Fig. 1: run 1, I/O nets highlighted
(4 px per µm)
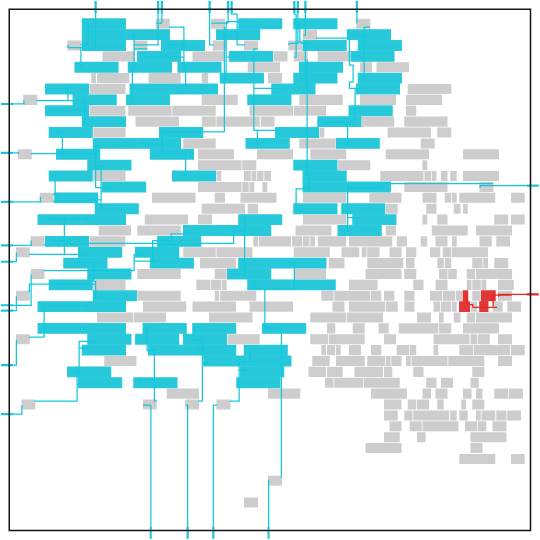
Fig. 2: run 1, routed clock nets over the placement
(4 px per µm)
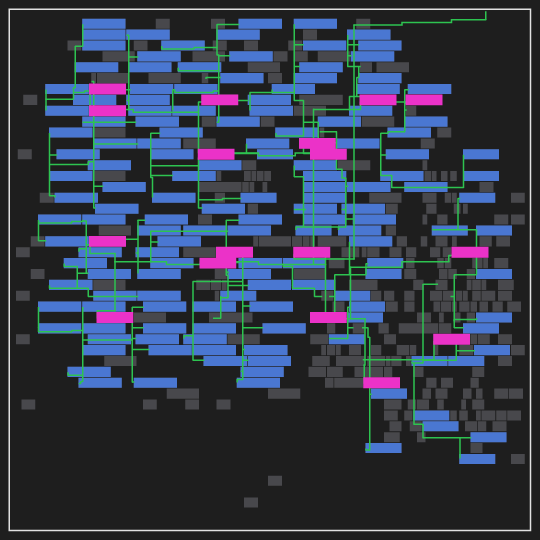
Fig. 3: run 1, routed metal per tile
(3 px per µm) The die is cut into 26 by 26 equal tiles; white is low, dark blue is high, scaled to the fullest tile. Values are wire area over tile area, all layers added.
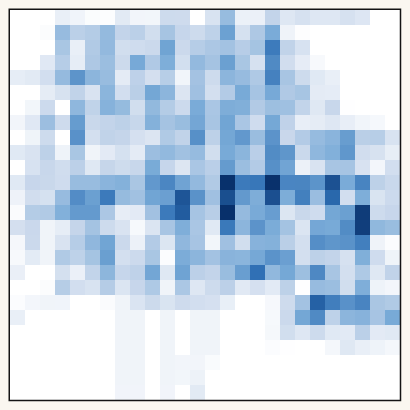
Fig. 4: run 1, gate families picked out
(3 px per µm)
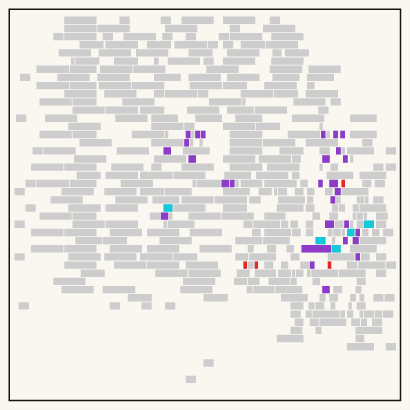
$ cat src/rtl/status_framer_pkg.sv
// Shared types and helpers for the status word framer.
package status_framer_pkg;

    typedef enum logic [2:0] {
        ST_IDLE  = 3'd0,
        ST_TAG   = 3'd1,
        ST_B_HI  = 3'd2,
        ST_B_MID = 3'd3,
        ST_B_LO  = 3'd4
    } state_t;

    localparam int FRAME_BYTES = 4;
    localparam int TAG_OVF_BIT = 0;
    localparam int HOLD_W      = (FRAME_BYTES - 1) * 8;

    // Tag byte: source id in the upper seven bits, overflow marker in the low bit.
    function automatic logic [7:0] make_tag(input logic [6:0] src, input logic ovf);
        logic [7:0] t;
        t = {src, 1'b0};
        t[TAG_OVF_BIT] = ovf;
        return t;
    endfunction

    // Saturating 8-bit increment for the drop counter.
    function automatic logic [7:0] sat_inc8(input logic [7:0] v);
        return (v == 8'hFF) ? v : v + 8'd1;
    endfunction

endpackage

$ cat src/rtl/status_framer_fifo.sv
// Synchronous word FIFO; extra pointer bit distinguishes full from empty.
module status_fifo #(
    parameter int DEPTH = 4,
    parameter int WIDTH = 24
) (
    input  logic             clk,
    input  logic             rst_n,
    input  logic             push,
    input  logic [WIDTH-1:0] wdata,
    input  logic             pop,
    output logic [WIDTH-1:0] rdata,
    output logic             full,
    output logic             empty
);

    localparam int AW = $clog2(DEPTH);

    logic [WIDTH-1:0] mem_q [DEPTH];
    logic [AW:0]      wr_ptr_q, wr_ptr_d;
    logic [AW:0]      rd_ptr_q, rd_ptr_d;
    logic             do_push, do_pop;

    assign empty = (wr_ptr_q == rd_ptr_q);
    assign full  = (wr_ptr_q[AW] != rd_ptr_q[AW]) &&
                   (wr_ptr_q[AW-1:0] == rd_ptr_q[AW-1:0]);
    assign rdata = mem_q[rd_ptr_q[AW-1:0]];

    // Pointer update; a push into a full FIFO is only taken when a pop frees a slot.
    always_comb begin
        do_pop   = pop && !empty;
        do_push  = push && (!full || do_pop);
        wr_ptr_d = do_push ? wr_ptr_q + (AW+1)'(1) : wr_ptr_q;
        rd_ptr_d = do_pop  ? rd_ptr_q + (AW+1)'(1) : rd_ptr_q;
    end

    // Pointer registers.
    always_ff @(posedge clk or negedge rst_n) begin
        if (!rst_n) begin
            wr_ptr_q <= '0;
            rd_ptr_q <= '0;
        end else begin
            wr_ptr_q <= wr_ptr_d;
            rd_ptr_q <= rd_ptr_d;
        end
    end

    // Storage array; contents need no reset since pointers gate visibility.
    always_ff @(posedge clk) begin
        if (do_push) mem_q[wr_ptr_q[AW-1:0]] <= wdata;
    end

endmodule

$ cat src/rtl/status_framer.sv
// Buffers 24-bit status words and serializes each as a 4-byte tagged frame.
module status_framer
    import status_framer_pkg::*;
#(
    parameter int         DEPTH  = 4,
    parameter logic [6:0] SRC_ID = 7'h2A
) (
    input  logic        clk,
    input  logic        rst_n,
    input  logic [23:0] in_data,
    input  logic        in_wr,
    output logic [7:0]  tx_data,
    output logic        tx_valid,
    input  logic        tx_ready,
    output logic        busy,
    output logic [7:0]  drop_cnt
);

    state_t              state_q, state_d;
    logic [HOLD_W-1:0]   hold_q, hold_d;
    logic [7:0]          tx_data_q, tx_data_d;
    logic                tx_valid_q, tx_valid_d;
    logic                ovf_q, ovf_d;
    logic [7:0]          drop_cnt_q, drop_cnt_d;

    logic                fifo_pop, fifo_full, fifo_empty;
    logic [HOLD_W-1:0]   fifo_rdata;
    logic                accept, load, drop;

    status_fifo #(.DEPTH(DEPTH), .WIDTH(HOLD_W)) u_fifo (
        .clk   (clk),
        .rst_n (rst_n),
        .push  (in_wr),
        .wdata (in_data),
        .pop   (fifo_pop),
        .rdata (fifo_rdata),
        .full  (fifo_full),
        .empty (fifo_empty)
    );

    assign tx_data  = tx_data_q;
    assign tx_valid = tx_valid_q;
    assign drop_cnt = drop_cnt_q;
    assign busy     = !fifo_empty || (state_q != ST_IDLE);

    // Next-state, byte mux, FIFO pop and drop/overflow bookkeeping.
    always_comb begin
        state_d    = state_q;
        hold_d     = hold_q;
        tx_data_d  = tx_data_q;
        tx_valid_d = tx_valid_q;
        ovf_d      = ovf_q;
        drop_cnt_d = drop_cnt_q;

        accept   = tx_valid_q && tx_ready;
        // A new word loads from idle, or straight after the last byte is taken.
        load     = !fifo_empty &&
                   ((state_q == ST_IDLE) || ((state_q == ST_B_LO) && accept));
        fifo_pop = load;

        unique case (state_q)
            ST_IDLE: ;
            ST_TAG: if (accept) begin
                state_d   = ST_B_HI;
                tx_data_d = hold_q[23:16];
            end
            ST_B_HI: if (accept) begin
                state_d   = ST_B_MID;
                tx_data_d = hold_q[15:8];
            end
            ST_B_MID: if (accept) begin
                state_d   = ST_B_LO;
                tx_data_d = hold_q[7:0];
            end
            ST_B_LO: if (accept) begin
                state_d    = ST_IDLE;
                tx_valid_d = 1'b0;
            end
            default: begin
                state_d    = ST_IDLE;
                tx_valid_d = 1'b0;
            end
        endcase

        if (load) begin
            state_d    = ST_TAG;
            hold_d     = fifo_rdata;
            tx_data_d  = make_tag(SRC_ID, ovf_q);
            tx_valid_d = 1'b1;
            ovf_d      = 1'b0;
        end

        // A drop sets the overflow marker even in a load cycle.
        drop = in_wr && fifo_full && !fifo_pop;
        if (drop) begin
            ovf_d      = 1'b1;
            drop_cnt_d = sat_inc8(drop_cnt_q);
        end
    end

    // Control and output registers.
    always_ff @(posedge clk or negedge rst_n) begin
        if (!rst_n) begin
            state_q    <= ST_IDLE;
            tx_data_q  <= 8'h00;
            tx_valid_q <= 1'b0;
            ovf_q      <= 1'b0;
            drop_cnt_q <= 8'h00;
        end else begin
            state_q    <= state_d;
            tx_data_q  <= tx_data_d;
            tx_valid_q <= tx_valid_d;
            ovf_q      <= ovf_d;
            drop_cnt_q <= drop_cnt_d;
        end
    end

    // Hold register for the word being framed; only written at load.
    always_ff @(posedge clk) begin
        hold_q <= hold_d;
    end

endmodule

$ cat config.mk
export PLATFORM = sky130hd
export DESIGN_NAME = status_framer
export DESIGN_NICKNAME = d
export VERILOG_FILES = /design/src/rtl/status_framer_pkg.sv /design/src/rtl/status_framer_fifo.sv /design/src/rtl/status_framer.sv
export SDC_FILE = /design/constraint.sdc
export NUM_CORES = 1
export LEC_CHECK = 0
export ABC_AREA = 0
export CORE_UTILIZATION = 35
export CTS_CLUSTER_SIZE = 25
export DETAILED_ROUTE_END_ITERATION = 16
export SYNTH_ARGS = -nofsm -noshare
export SYNTH_HDL_FRONTEND = slang
export SYNTH_SLANG_ARGS = --single-unit
$ cat constraint.sdc
create_clock -name clk -period 2.4 [get_ports clk]
set_input_delay 0.48 -clock clk [delete_from_list [all_inputs] [get_ports clk]]
set_output_delay 0.48 -clock clk [all_outputs]
set_load 0.02 [all_outputs]
==> changes_impl.md, run 1 <==
### Changed

- Run status: complete, no violations
- Final GP Congestion: 0.719
- Synthesized netlist cell count: 305
- Flip-flop and latch count: 147
- Global Route met3 Usage: 4.72%
- Maximum vdd ir drop: 0.739 mV
- Number of buffers created by CTS: 17
- Most frequently used cell type in the post-synthesis netlist: sky130_fd_sc_hd__edfxtp_1
- Post-synthesis async set-or-reset flop share: 18.4%
- Number of flip-flops under the largest register name: 96
- Busiest metal layer after global routing: met2
- Dominant register cell: sky130_fd_sc_hd__edfxtp_1
- Sum of buffers and inverters on the critical path: 1
- Logic area: 0.00138 mm²
- Clock Buffer Count: 17
- Count of endpoints failing setup in the final report: 0
- Setup TNS after final layout: 0 ns
- Number of sinks on the clock net: 147
- Yosys synthesis chip area: 0.00573 mm²
- Power dissipated in sequential cells: 3980 µW
- Switching share of power: 29.7%
- Setup Crit Path Kind: reg -> out
- Most used logic cell in the final layout: sky130_fd_sc_hd__edfxtp_1
- Net switching power: 2840 µW
- Top achievable clock speed: 0.428 GHz
- Layout-stage area growth over the synthesis result: 25.9%
- Reg2Reg Depth: 6
- Overall via count from detail_route: 2,917
- Post-route clock period utilization: 97.3%
- Critical Path Sink Type: output pin
- Initial drt markers: 167
- Cell class ranked first by area: registers
- Total die area: 0.0169 mm²
- Via/cell ratio: 4.81
- R2r setup slk: 0.40 ns
- First-pass GRT wire length: 16,400 µm
- Cell count listed in synth_stat.txt: 305
- Number of logic gates: 142
- Root Buffer Master: sky130_fd_sc_hd__clkbuf_16
- # rows: 46
- Worst slack at placement: 0.0797 ns
- Routed len/inst: 16.8 µm
- Power attributed to combinational cells: 2960 µW
- Met2 routing resource usage after global routing: 23.1%
- Die X-Extent: 130 µm
- CP startpoint: u_fifo.rd_ptr_q[0]
- Combinational group share of total power: 31.0%
- Total global routing overflow: 0
- Height of the chip: 130 µm
- Top-area cell share: 62.9%
- Count of buffers added by post-CTS timing repair for setup: 0
- Final Critical Period: 2.34 ns
- Kind of cell with the highest combined delay on the critical path: simple AND/OR/NAND/NOR gates
- Detail Route Antenna Nets: 0
- Worst slack on hold paths: 0.449 ns
- Largest power group: sequential cells
- Seq. cell area: 0.00428 mm²
- Inserted Diodes: 0
- Transition time at the pin with the least slew margin: 0.543 ns
- Area share of buffers outside the clock network: 9.52%
- Critical path peak fanout: 2
- Data arrival time of the critical path: 1.86 ns
- Final wirelength: 10,200 µm
- Leading cell types by count after synthesis: 120 x sky130_fd_sc_hd__edfxtp_1, 27 x sky130_fd_sc_hd__dfrtp_1, 24 x sky130_fd_sc_hd__mux4_2, 20 x sky130_fd_sc_hd__nand2_1, 10 x sky130_fd_sc_hd__o21ai_0
- Count of instances resized after the clock tree is built: 4
- Required time reported for the critical path endpoint: 1.92 ns
- Post-synthesis adder-cell area fraction: 1.31%
- Synthesized-area fraction occupied by xor and xnor cells: 2.45%
- Invs w/o clock: 4
- Seq/total area: 59.3%
- Synthesized net count: 339
- Cell repeated most along the worst path: sky130_fd_sc_hd__or3_1
- Simple-gate portion of the synthesized area: 4.76%
- Fraction of layout cells with a size suffix above 1: 21.2%
- Internal power summed over all cells: 6700 µW
- Total global-route track usage: 13.6%
- Final std cell area, no fill: 0.00721 mm²
- Clock-pin slew of the registers on the worst-case setup and hold paths: 0.06 ns
Back to the opening pictures, Fig. 1:
Key: red = tx_ready [direction input, edge right, end cells 4, buffers 2, wire 25.0 µm]; cyan = in_data [direction input, edge 10 top, 9 left, 4 bottom, 1 right, end cells 96, buffers 24, wire 1,170 µm]
count of input and output buffers: 45
number of primary I/O pins: 46

Back to the opening pictures, Fig. 2:
Key: magenta = clock drivers [count 17]; green = clock wires [length 1,590 µm]; blue = flip-flops [count 147]
There are 18 routed clock nets.
later-pin clock latency in the skew report: 0.41 ns
part of the power in the clock network: 27.3%
Worst Clk Skew: 0.00653 ns
clock network power consumption: 2600 µW

Back to the opening pictures, Fig. 3:
The mean over all tiles is 0.094. 25% of the tiles are nearly empty. The emptiest ninth of the die: lower left. 13% of the tiles are over half the peak. The fullest tile reaches 0.40.

Back to the opening pictures, Fig. 4:
Key: purple = aoi and oai cells [cells 28, where middle right]; cyan = non-inverting ao/oa cells [cells 5, where middle right]; red = inv cells [cells 4]
multi-input gate share of the layout cell area: 19.1%
non-filler instance count after layout: 607

==> run 1 -> run 2 <==
--- a/config.mk
+++ b/config.mk
@@ -6,6 +6,7 @@
 export NUM_CORES = 1
 export LEC_CHECK = 0
 export ABC_AREA = 0
+export CORE_MARGIN = 1.5
 export CORE_UTILIZATION = 35
 export CTS_CLUSTER_SIZE = 25
 export DETAILED_ROUTE_END_ITERATION = 16
Fig. 5: run 2, routing congestion
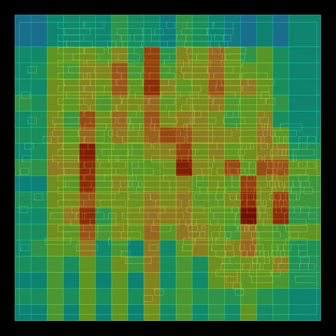
met1 usage: 16.0%
busiest metal layer after global routing: met2
routed len/inst: 16.9 µm
final core utilization: 45.1%
total global-route track usage: 13.2%

Fig. 6: run 2, routed metal per tile
(3 px per µm) The die is cut into 26 by 26 equal tiles; white is low, dark blue is high, scaled to the fullest tile. Values are wire area over tile area, all layers added.
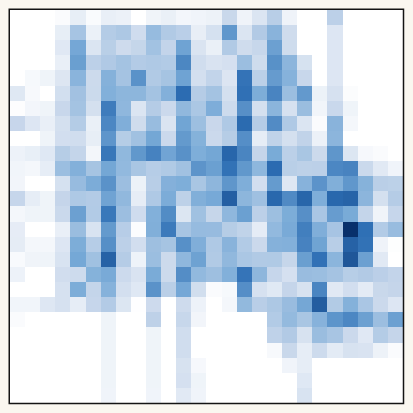
The fullest tile reaches 0.39. The emptiest ninth of the die: lower left. 14% of the tiles are over half the peak. 26% of the tiles are nearly empty. The mean over all tiles is 0.092.
final wirelength: 10,300 µm
overall via count from detail_route: 2,912

==> run 2 against run 1 <==
Net effect:
- fmax shrank 0.32%
- register-to-register slack improved by 0.02 ns
- critical path type unchanged
- largest cell class unchanged
- utilization decreased by 0.086 points
- clock-buffer cell count up 1
- critical endpoint unchanged
- highest routed layer unchanged
==> changes_impl.md, run 2 <==
### Changed

- Run status: complete, no violations (unchanged)
- Clock-pin slew of the registers on the worst-case setup and hold paths: 0.06 ns (about the same)
- Length of routed wiring on met1: 4530 µm (was 4450 µm)
- Kind of cell with the highest combined delay on the critical path: simple AND/OR/NAND/NOR gates (unchanged)
- Number of flip-flops under the largest register name: 96 (unchanged)
- Sum of buffers and inverters on the critical path: 1 (unchanged)
- Inserted Diodes: 0 (unchanged)
- Initial drt markers: 124 (was 167)
- Logic area: 0.00139 mm² (was 0.00138 mm²)
- Most frequently used cell type in the post-synthesis netlist: sky130_fd_sc_hd__edfxtp_1 (unchanged)
- Die X-Extent: 131 µm (was 130 µm)
- Final std cell area, no fill: 0.00720 mm² (was 0.00721 mm²)
- Detail Route Antenna Nets: 0 (unchanged)
- Non-filler instance count after layout: 610 (was 607)
- Count of endpoints failing setup in the final report: 0 (unchanged)
- Switching share of power: 30.7% (was 29.7%)
- CP startpoint: u_fifo.wr_ptr_q[0] (was u_fifo.rd_ptr_q[0])
- Synthesized net count: 339 (unchanged)
- Count of buffers added by post-CTS timing repair for setup: 0 (unchanged)
- Invs w/o clock: 4 (unchanged)
- Root Buffer Master: sky130_fd_sc_hd__clkbuf_16 (unchanged)
- Top achievable clock speed: 0.427 GHz (was 0.428 GHz)
- Transition time at the pin with the least slew margin: 0.530 ns (was 0.543 ns)
- Most used logic cell in the final layout: sky130_fd_sc_hd__edfxtp_1 (unchanged)
- Yosys synthesis chip area: 0.00573 mm² (unchanged)
- Clock Buffer Count: 18 (was 17)
- Combinational group share of total power: 31.6% (was 31.0%)
- Later-pin clock latency in the skew report: 0.42 ns (was 0.41 ns)
- Leading cell types by count after synthesis: 120 x sky130_fd_sc_hd__edfxtp_1, 27 x sky130_fd_sc_hd__dfrtp_1, 24 x sky130_fd_sc_hd__mux4_2, 20 x sky130_fd_sc_hd__nand2_1, 10 x sky130_fd_sc_hd__o21ai_0 (unchanged)
- Count of input and output buffers: 45 (unchanged)
- Fraction of layout cells with a size suffix above 1: 22.8% (was 21.2%)
- Required time reported for the critical path endpoint: 1.92 ns (about the same)
- Cell class ranked first by area: registers (unchanged)
- Number of buffers created by CTS: 17 (unchanged)
- Final Critical Period: 2.34 ns (about the same)
- Top-area cell share: 62.9% (unchanged)
- Net switching power: 2890 µW (was 2840 µW)
- First-pass GRT wire length: 16,200 µm (was 16,400 µm)
- Worst slack on hold paths: 0.446 ns (was 0.449 ns)
- Met2 routing resource usage after global routing: 22.3% (was 23.1%)
- Total global routing overflow: 0 (unchanged)
- Area share of buffers outside the clock network: 9.58% (was 9.52%)
- Pre-placement core utilization: 35.9% (unchanged)
- Maximum vdd ir drop: 0.596 mV (was 0.739 mV)
- Setup Crit Path Kind: reg -> out (unchanged)
- Number of sinks on the clock net: 147 (unchanged)
- Via/cell ratio: 4.77 (was 4.81)
- Critical path peak fanout: 2 (unchanged)
- Worst slack at placement: 0.0798 ns (was 0.0797 ns)
- Multi-input gate share of the layout cell area: 19.3% (was 19.1%)
- Cell repeated most along the worst path: sky130_fd_sc_hd__or3_4 (was sky130_fd_sc_hd__or3_1)
- Height of the chip: 131 µm (was 130 µm)
- Seq/total area: 59.4% (was 59.3%)
- Global Route met3 Usage: 3.50% (was 4.72%)
- Simple-gate portion of the synthesized area: 4.76% (unchanged)
- Number of logic gates: 142 (unchanged)
- R2r setup slk: 0.42 ns (was 0.40 ns)
- Post-synthesis async set-or-reset flop share: 18.4% (unchanged)
- Total die area: 0.0171 mm² (was 0.0169 mm²)
- Number of max-cap violations: 0 (unchanged)
- Synthesized netlist cell count: 305 (unchanged)
- # rows: 46 (unchanged)
- Layout-stage area growth over the synthesis result: 25.7% (was 25.9%)
- Synthesized-area fraction occupied by xor and xnor cells: 2.45% (unchanged)
- Part of the power in the clock network: 26.3% (was 27.3%)
- Clock network power consumption: 2470 µW (was 2600 µW)
- Highest Signal Layer: met4 (unchanged)
- Power dissipated in sequential cells: 3970 µW (was 3980 µW)
- Data arrival time of the critical path: 1.86 ns (about the same)
- Post-route clock period utilization: 97.6% (was 97.3%)
- Largest power group: sequential cells (unchanged)
- Flip-flop and latch count: 147 (unchanged)
- Seq. cell area: 0.00428 mm² (unchanged)
- Post-synthesis adder-cell area fraction: 1.31% (unchanged)
- Final GP Congestion: 0.735 (was 0.719)
- Number of primary I/O pins: 46 (unchanged)
No activity file was given, so power comes from the tool's default toggle rates.
